### config.mk
export PLATFORM = sky130hd
export DESIGN_NAME = alu_drv
export DESIGN_NICKNAME = d
export VERILOG_FILES = /design/src/rtl/alu_drv_pkg.sv /design/src/rtl/alu_drv_model.sv /design/src/rtl/alu_drv.sv
export SDC_FILE = /design/constraint.sdc
export NUM_CORES = 1
export LEC_CHECK = 0
export CAP_MARGIN = 20
export CORE_MARGIN = 2
export CORE_UTILIZATION = 40
export DETAILED_ROUTE_END_ITERATION = 8
export PLACE_DENSITY = 0.8
export SLEW_MARGIN = 30
export SYNTH_ARGS = -nofsm -noshare
export SYNTH_HDL_FRONTEND = slang
export SYNTH_SLANG_ARGS = --single-unit
### constraint.sdc
create_clock -name clk -period 1.8 [get_ports clk]
set_clock_uncertainty 0.15 [all_clocks]
set_input_delay 0.45 -clock clk [delete_from_list [all_inputs] [get_ports clk]]
set_output_delay 0.45 -clock clk [all_outputs]
set_load 0.01 [all_outputs]
### src/rtl/alu_drv_pkg.sv
// Shared types and constants for the alu_drv serial ALU initiator.
package alu_drv_pkg;

  localparam int unsigned ALU_DRV_DATA_WIDTH = 8;

  localparam logic [1:0] OPC_ADD  = 2'b00;
  localparam logic [1:0] OPC_SUB  = 2'b01;
  localparam logic [1:0] OPC_PAR  = 2'b10;
  localparam logic [1:0] OPC_COMP = 2'b11;

  typedef enum logic [2:0] {
    ST_IDLE      = 3'd0,
    ST_SEND_A    = 3'd1,
    ST_SEND_B    = 3'd2,
    ST_WAIT_DONE = 3'd3,
    ST_RESP      = 3'd4
  } state_e;

  typedef struct packed {
    logic overflow;
    logic timeout;
    logic mismatch;
  } rsp_flags_t;

  typedef struct packed {
    logic [ALU_DRV_DATA_WIDTH-1:0] result;
    rsp_flags_t                    flags;
  } rsp_t;

endpackage

### src/rtl/alu_drv_model.sv
// Combinational reference for the ALU result/overflow of a latched command.
module alu_drv_model
  import alu_drv_pkg::*;
#(
  parameter int unsigned DATA_WIDTH = ALU_DRV_DATA_WIDTH
) (
  input  logic [1:0]            op_i,
  input  logic [DATA_WIDTH-1:0] a_i,
  input  logic [DATA_WIDTH-1:0] b_i,
  output logic [DATA_WIDTH-1:0] exp_result_o,
  output logic                  exp_overflow_o
);

  logic [DATA_WIDTH:0]   sum_w;
  logic [DATA_WIDTH:0]   diff_w;
  logic [DATA_WIDTH-1:0] xor_w;

  assign sum_w  = {1'b0, a_i} + {1'b0, b_i};
  assign diff_w = {1'b0, a_i} - {1'b0, b_i};
  assign xor_w  = a_i ^ b_i;

  always_comb begin
    exp_result_o   = '0;
    exp_overflow_o = 1'b0;
    case (op_i)
      OPC_ADD: {exp_overflow_o, exp_result_o} = sum_w;
      OPC_SUB: {exp_overflow_o, exp_result_o} = diff_w;
      OPC_PAR: begin
        exp_result_o   = xor_w;
        exp_overflow_o = ^xor_w;
      end
      default: exp_result_o = ~xor_w;
    endcase
  end

endmodule

### src/rtl/alu_drv.sv
// Serial operand initiator for simple_alu: command in, two operand beats out, response back.
// Optional result self-check enabled by defining ALU_DRV_SELFCHECK_EN.
module alu_drv
  import alu_drv_pkg::*;
#(
  parameter int unsigned DATA_WIDTH   = ALU_DRV_DATA_WIDTH,
  parameter int unsigned DONE_TIMEOUT = 2
) (
  input  logic                  clk,
  input  logic                  reset,
  input  logic                  cmd_valid,
  output logic                  cmd_ready,
  input  logic [1:0]            cmd_opcode,
  input  logic [DATA_WIDTH-1:0] cmd_data_a,
  input  logic [DATA_WIDTH-1:0] cmd_data_b,
  output logic                  opcode_valid,
  output logic                  opcode,
  output logic [DATA_WIDTH-1:0] data,
  input  logic                  done,
  input  logic                  overflow,
  input  logic [DATA_WIDTH-1:0] result,
  output logic                  rsp_valid,
  input  logic                  rsp_ready,
  output logic [DATA_WIDTH-1:0] rsp_result,
  output logic                  rsp_overflow,
  output logic                  rsp_timeout,
  output logic                  rsp_mismatch,
  output logic                  busy
);

  localparam int unsigned     CNT_W    = $clog2(DONE_TIMEOUT + 1);
  localparam logic [CNT_W-1:0] CNT_LAST = CNT_W'(DONE_TIMEOUT - 1);

  state_e                state_q, state_d;
  logic [CNT_W-1:0]      cnt_q, cnt_d;
  logic                  op_hi_q;
  logic [DATA_WIDTH-1:0] b_q;
  logic                  accept, capture, expire;

  logic                  cmd_ready_q, busy_q, rsp_valid_q;
  logic                  opcode_valid_q, opcode_q;
  logic [DATA_WIDTH-1:0] data_q, rsp_result_q;
  logic                  rsp_overflow_q, rsp_timeout_q;

  always_comb begin
    state_d = state_q;
    cnt_d   = cnt_q;
    accept  = 1'b0;
    capture = 1'b0;
    expire  = 1'b0;
    case (state_q)
      ST_IDLE: if (cmd_valid) begin
        accept  = 1'b1;
        state_d = ST_SEND_A;
      end
      ST_SEND_A: state_d = ST_SEND_B;
      ST_SEND_B: begin
        cnt_d   = '0;
        state_d = ST_WAIT_DONE;
      end
      ST_WAIT_DONE: begin
        if (done) begin
          capture = 1'b1;
          state_d = ST_RESP;
        end else if (cnt_q == CNT_LAST) begin
          expire  = 1'b1;
          state_d = ST_RESP;
        end else begin
          cnt_d = cnt_q + CNT_W'(1);
        end
      end
      ST_RESP: if (rsp_ready) state_d = ST_IDLE;
      default: state_d = ST_IDLE;
    endcase
  end

  // Outputs are registered from the next state so they change exactly on state entry.
  always_ff @(posedge clk) begin
    if (reset) begin
      state_q        <= ST_IDLE;
      cnt_q          <= '0;
      op_hi_q        <= 1'b0;
      b_q            <= '0;
      cmd_ready_q    <= 1'b1;
      busy_q         <= 1'b0;
      rsp_valid_q    <= 1'b0;
      opcode_valid_q <= 1'b0;
      opcode_q       <= 1'b0;
      data_q         <= '0;
      rsp_result_q   <= '0;
      rsp_overflow_q <= 1'b0;
      rsp_timeout_q  <= 1'b0;
    end else begin
      state_q        <= state_d;
      cnt_q          <= cnt_d;
      cmd_ready_q    <= (state_d == ST_IDLE);
      busy_q         <= (state_d != ST_IDLE);
      rsp_valid_q    <= (state_d == ST_RESP);
      opcode_valid_q <= (state_d == ST_SEND_A) || (state_d == ST_SEND_B);
      if (accept) begin
        op_hi_q <= cmd_opcode[1];
        b_q     <= cmd_data_b;
      end
      case (state_d)
        ST_SEND_A: begin
          opcode_q <= cmd_opcode[0];
          data_q   <= cmd_data_a;
        end
        ST_SEND_B: begin
          opcode_q <= op_hi_q;
          data_q   <= b_q;
        end
        default: begin
          opcode_q <= 1'b0;
          data_q   <= '0;
        end
      endcase
      if (capture) begin
        rsp_result_q   <= result;
        rsp_overflow_q <= overflow;
        rsp_timeout_q  <= 1'b0;
      end else if (expire) begin
        rsp_result_q   <= '0;
        rsp_overflow_q <= 1'b0;
        rsp_timeout_q  <= 1'b1;
      end
    end
  end

`ifdef ALU_DRV_SELFCHECK_EN
  logic [1:0]            op_q;
  logic [DATA_WIDTH-1:0] a_q;
  logic [DATA_WIDTH-1:0] exp_result;
  logic                  exp_overflow;
  logic                  rsp_mismatch_q;

  alu_drv_model #(
    .DATA_WIDTH(DATA_WIDTH)
  ) u_model (
    .op_i          (op_q),
    .a_i           (a_q),
    .b_i           (b_q),
    .exp_result_o  (exp_result),
    .exp_overflow_o(exp_overflow)
  );

  always_ff @(posedge clk) begin
    if (reset) begin
      op_q           <= '0;
      a_q            <= '0;
      rsp_mismatch_q <= 1'b0;
    end else begin
      if (accept) begin
        op_q <= cmd_opcode;
        a_q  <= cmd_data_a;
      end
      if (capture) begin
        rsp_mismatch_q <= (result != exp_result) || (overflow != exp_overflow);
`ifndef SYNTHESIS
        if ((result != exp_result) || (overflow != exp_overflow))
          $display("alu_drv error @%0t: op=%0d a=%0h b=%0h expected res=%0h ovf=%0b got res=%0h ovf=%0b",
                   $time, op_q, a_q, b_q, exp_result, exp_overflow, result, overflow);
`endif
      end else if (expire) begin
        rsp_mismatch_q <= 1'b0;
      end
    end
  end

  assign rsp_mismatch = rsp_mismatch_q;
`else
  assign rsp_mismatch = 1'b0;
`endif

  assign cmd_ready    = cmd_ready_q;
  assign busy         = busy_q;
  assign rsp_valid    = rsp_valid_q;
  assign opcode_valid = opcode_valid_q;
  assign opcode       = opcode_q;
  assign data         = data_q;
  assign rsp_result   = rsp_result_q;
  assign rsp_overflow = rsp_overflow_q;
  assign rsp_timeout  = rsp_timeout_q;

endmodule

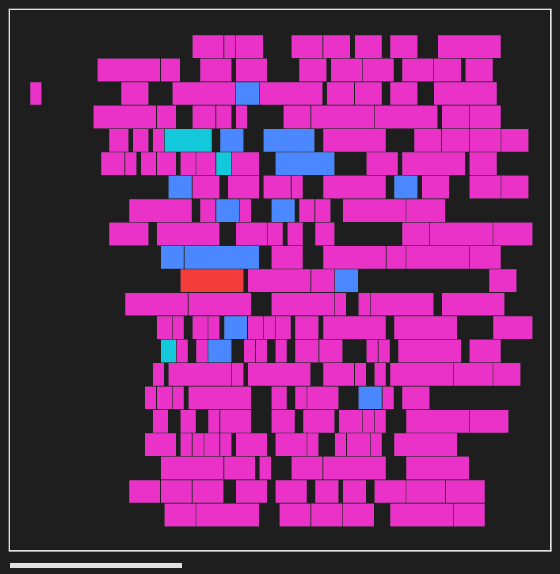
(sizing map)
Bar = 20 um.
- cyan: _2 cells (cells 3; share 1.5%)
- magenta: _0 and _1 cells (cells 180; share 91%)
- red: _6 and larger (cells 1; share 0.51%)
- blue: _3 and _4 cells (cells 14; share 7.1%)

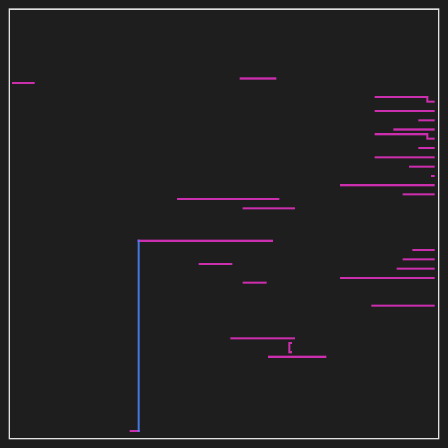
(metal layers overlaid)
Only two layers are drawn.
- blue: metal 4 (wire length 27.9 um)
- magenta: metal 3 (wire length 180 um)
overall global routing resource usage: 0.169
Total Routed Length: 3.18 mm

==> reports/qor_table.md <==
| Group | Result | Reported |
|---|---|---|
| synth | Synth Area per Inst | 9.86 um2 |
| power | Gate power share | 0.181 |
| run | Tool warnings | 26 |
| final layout | Final instance area | 0.00203 mm2 |
| route | Wire length on met1 | 1.33 mm |
| final layout | Area Growth Syn to Fin | 47.0% |
| critical path | Setup slack of the worst register-to-register path | 0.17 ns |
| synth | Synthesis Warnings | 0 |
| floorplanning | Number of cell rows | 21 |
| power | Internal portion of total power | 1.17 mW |
| critical path | Worst R2R End | rsp_result[5]$_SDFFE_PP0P_ |
| critical path | Critical Path Stages | 1 |
| cts | Root Driver | sky130_fd_sc_hd__clkbuf_4 |
| route | Routed length on met3 | 180 um |
| route | Via count normalized by instance count | 4.95 |
| synth | Gate count of the mapped netlist | 140 |
| outcome | Run status | completed |
| power | Power in combinational cells | 286 uW |
| critical path | Number of buffer and inverter instances along the worst setup path | 1 |
| critical path | Crit path launch type | flop |
| final layout | Post-Layout Cell Count | 244 |
| final layout | Layout cell share with drive strength beyond 1 | 0.0909 |
| grt | Global routing met2 resource utilization | 0.281 |
| synth | Leading cell types by total area after synthesis | sky130_fd_sc_hd__dfxtp_1 54%, sky130_fd_sc_hd__a22o_1 5.7%, sky130_fd_sc_hd__nand2_1 5.4% |
| final layout | Top library cells by usage in the layout, fill and taps aside | 37 x sky130_fd_sc_hd__dfxtp_1, 34 x sky130_fd_sc_hd__clkdlybuf4s50_1, 20 x sky130_fd_sc_hd__nand2_1 |
| run | MaxCap Viol Count | 0 |
| synth | Cell taking the most area after synthesis | sky130_fd_sc_hd__dfxtp_1 |
| final layout | Antenna cell count | 0 |
| synth | Share of synthesized area occupied by flip-flops and latches | 0.537 |
| route | Wire length per cell | 13.0 um |
| synth | Post-synth design cell area | 0.00138 mm2 |
## cells by family (layout without fill, tap and decap cells)
| group | count (synthesis) | count (layout) | share of synthesized area |
|---|---|---|---|
| flip-flops | 37 | 37 | 0.537 |
| buffers and inverters | 12 | 70 | 0.0517 |
| AND/OR/NAND/NOR | 50 | 50 | 0.200 |
| other | 1 | 1 | 0.00272 |
| adder cells (fa/ha/maj) | 1 | 1 | 0.00906 |
| AND-OR/OR-AND | 39 | 39 | 0.199 |
## cell type report
cell class / count / area [um2]
Multi-Input combinational cell: 91 / 568
Clock inverter: 2 / 10.0
Clock buffer: 6 / 41.3
Timing Repair Buffer: 61 / 607
Sequential cell: 37 / 741
Tap cell: 46 / 57.6
Inverter: 1 / 3.75
Fill cell: 290 / 1310
Power is estimated from default activity; no workload was simulated.
